### Signal wires on met2, run 1

(6 px per um)
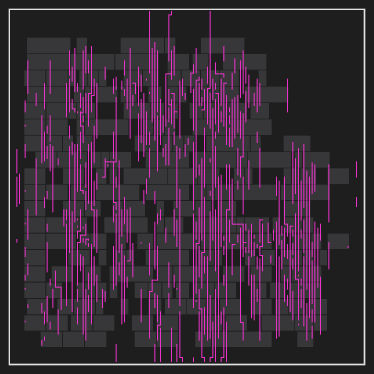
### Clock network drawn from the DEF, run 1

(10 px per um)
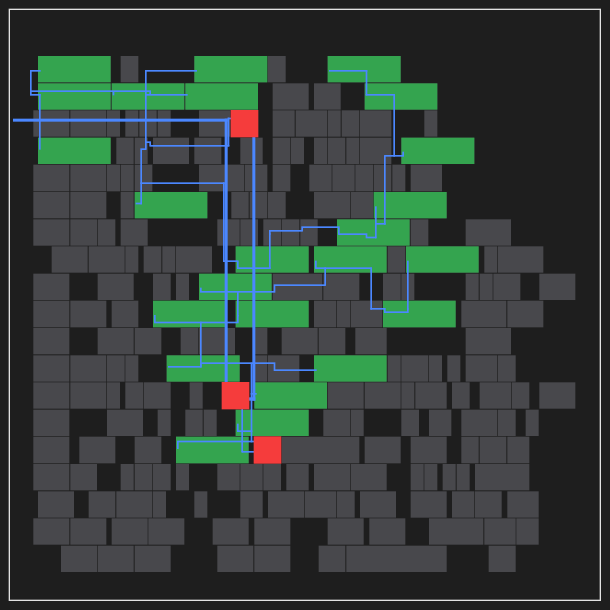
### Cells coloured by class, run 1

(6 px per um) Fill, decap, tap and diode cells in grey.
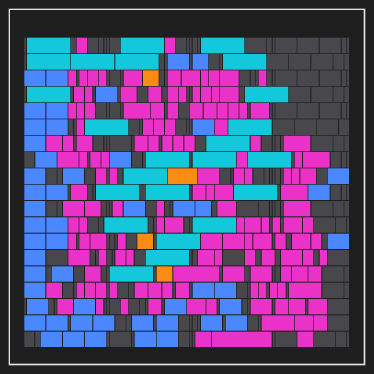
### Pin placement, run 1

(4 px per um) Pins as bars across the die edge, other pins in grey.
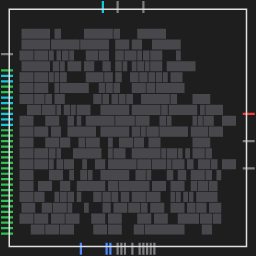
==> config.mk <==
export PLATFORM = sky130hd
export DESIGN_NAME = usb_tx_arbiter
export DESIGN_NICKNAME = d
export VERILOG_FILES = /design/src/rtl/usb_tx_arb_pkg.sv /design/src/rtl/usb_rr_picker.sv /design/src/rtl/usb_tx_arbiter.sv
export SDC_FILE = /design/constraint.sdc
export NUM_CORES = 1
export LEC_CHECK = 0
export CORE_MARGIN = 2
export CORE_UTILIZATION = 49
export DETAILED_ROUTE_END_ITERATION = 8
export PLACE_DENSITY = 0.87
export RECOVER_POWER = 25
export SLEW_MARGIN = 20
export SYNTH_ARGS = -nofsm -noshare
export SYNTH_HDL_FRONTEND = slang
export SYNTH_SLANG_ARGS = --single-unit
==> constraint.sdc <==
create_clock -name clk_48mhz -period 4.7 [get_ports clk_48mhz]
set_input_delay 0.94 -clock clk_48mhz [delete_from_list [all_inputs] [get_ports clk_48mhz]]
set_output_delay 0.94 -clock clk_48mhz [all_outputs]
set_load 0.02 [all_outputs]
==> run notes <==
impl run done, here's what came out: # clk buffers=4, worst setup margin=1220 ps, setup TNS=0 ps, number of non-clock inverters=7, flop count=24, part of the power in registers=52.4%, switching share of power=26.1%, clk slew on worst S/H paths=between 100 and 150 ps, RSZ-0062 raised after global routing=no, fraction of area in registers=24.1%, max_cap viols=0, pwr dens=204 mW/mm^2, clock power share=a little over a quarter, sequential power=213 uW, HP Class=reg -> reg, Multi-In Gates=138, Syn Area/Cell=just over 8 sq um, Clock Latency Late Sink=320 ps, DRT Pass-1 Iters=6, Final Max Slew Viols=0, Worst-Margin Slew=roughly 940 ps, Tapcell Cnt=31, die area=around 0.0035 sq mm, Logic cell area=906 sq um, Final GP Congestion=0.919, largest net degree at the start of global routing=28, Crit path required time=approximately 3800 ps, flop2flop setup slack=2230 ps, Avg WL per Cell=15.1 um, Final Power=406 uW, failing checks=design-rule violations, H-Tree Depth=1, vias in the first global route=roughly 1500, # IOs=approximately 50, FF-to-FF path depth=4, Setup Viol. Count Final=0, worst vdd rail ir drop=198 uV, Post-synth ARST share=0%, Post-Syn Nets=220, Slew HR=36.7%, Data buffer area share=25.4%, Post-Syn Instances=182, share of layout cells above drive strength 1=7.59%, Yosys reg bits=24, Filler cells=217, Commonest Layout Cell=clkdlybuf4s50_1, P_sw=106 uW, Routed Antenna Nets=0, DRC violations left=1, Initial Util=52.8%, Power Internal=300 uW, crit path DAT=2540 ps, initial antenna violation count=0, Signal buffers=51, outcome=finished with violations, post-layout period usage of the worst path=74.1%, grt ovf=0, critical path type=in -> out, worst hold stages=2, Cell Area, Synth=0.00148 sq mm, unique cell type count in the Yosys netlist=52, Tool Warnings=29, synthesis area per yosys=between 0.001 and 0.0015 sq mm, CTS tree=done, # Cells Yosys=182, first-pass GRT wire length=approximately 6200 um, die x size=59.0 um, Area after DPL=0.00196 sq mm, Logic power comb=about 83 uW, placed wire-length estimate=2890 um, area delta synth->final=34.7%, fin crit period=roughly 3500 ps, DRT iter0 DRCs=roughly 96, top_reg_cell synth=dfxtp_1, Fin. Hold Viols=0, CP endpoint kind=primary output, CTS Buf Count=3, gr usage total=23.4%, logic share of the area=45.4%, dominant kind of cell=combinational gates, Top Layout Cells=clkdlybuf4s50_1, nand2_1, dfxtp_1, Fmax=0.287 GHz, register share after synthesis=32.5%, Startpoint Class=input port, CTS Buffer Depth=2, final cell count without fillers=~260, EDFF count, synth=0, Main power group=registers, placed cell count=approximately 250, Post-CTS Hold Buffers=0, YS warnings=0, P_leak=about 0.00076 uW, CTS Root Cell=clkbuf_4, Antenna Cells=0, Setup Buffers After CTS=0, Via density=6.05, CP max FO=5, Flop area=480 sq um, clock sinks=24, Net count, final=around 260, power share of the combinational group=20.4%, DP Worst Slack=1220 ps, post_cts resized=0, ClkCell Share=1.82%
About 'Signal wires on met2':
wire length on this layer = 1890 um
longest straight run = 26.9 um
routed vias: 1543
met2 usage: 39.4%
final wirelength: 3850 um

About 'Clock network drawn from the DEF':
flip-flops -> green  # count 24
clock drivers -> red  # count 3
clock wires -> blue  # length 298 um
routed clock nets = 4
Clock group: 110 uW
clk_skew: 11.6 ps

About 'Cells coloured by class':
combinational and other logic -> magenta  # cells 145, share of their area 48%
clock drivers and dummy loads -> orange  # cells 4, share of their area 1.9%
flops -> cyan  # cells 24, share of their area 25%
other buffers and delay cells -> blue  # cells 51, share of their area 26%
Non-Filler Cell Area, Final: 0.00199 sq mm
core area: 0.00281 sq mm
FP Rows: 19

About 'Pin placement':
uart_in_ready -> red  # pins 1, direction input, edge east
uart_in_data -> cyan  # pins 8, direction output, edge 7 west, 1 north
grant -> blue  # pins 3, direction output, edge south
req_data -> green  # pins 24, direction input, edge west
IO Port Bufs: 49
Die H: 59.0 um

## run 1: synthesized netlist by cell type (3+ instances only)
cell / number / share of area [%]
dfxtp_1: 24 / 32
nand2_1: 24 / 6.1
a21oi_1: 18 / 6.1
nor2_1: 11 / 2.8
o21ai_0: 8 / 2.7
clkbuf_1: 7 / 1.8
inv_1: 6 / 1.5
nor3_1: 6 / 2.0
a22oi_1: 5 / 2.5
ha_1: 5 / 4.2
nor2b_1: 4 / 1.7
a221o_1: 3 / 2.0
buf_2: 3 / 1.0
buf_4: 3 / 1.5
mux2i_1: 3 / 2.0
nand3_1: 3 / 1.0
o211ai_1: 3 / 1.5
## run 1: metal layers
| metal | track usage [%] | vias to the layer above | part of all wire (%) | routed length, um |
|---|---|---|---|---|
| met5 | 0 | - | 0 | 0 |
| met4 | 16.2 | 0 | 4.0 | 153 |
| met3 | 5.27 | 14 | 7.2 | 276 |
| met2 | 39.4 | 69 | 49 | 1890 |
| met1 | 26.0 | 713 | 40 | 1530 |
| li1 | - | 747 | - | - |
## run 1: logic make-up (layout without fill, tap and decap cells)
family | after synthesis | in the layout | synth area share (%)
AND-OR/OR-AND | 61 | 61 | 29.6
AND/OR/NAND/NOR | 67 | 67 | 23.6
flip-flops | 24 | 24 | 32.5
multiplexers | 5 | 5 | 4.06
buffers and inverters | 20 | 62 | 6.09
adder cells (fa/ha/maj) | 5 | 5 | 4.23
## run 1: through the flow
step	util, %	hold slack [ps]
2_1_floorplan	-	452
3_3_place_gp	69.9	448
3_5_place_dp	69.9	451
4_1_cts	71.2	469
5_1_grt	71.1	485
6_report	71.1	467
## run 1: critical path, stage by stage
cell	delay [ps]
clkdlybuf4s50_1	430
nor2b_1	380
nor3_1	90
and2_1	170
clkdlybuf4s50_1	530
Power and IR drop assume default switching activity.
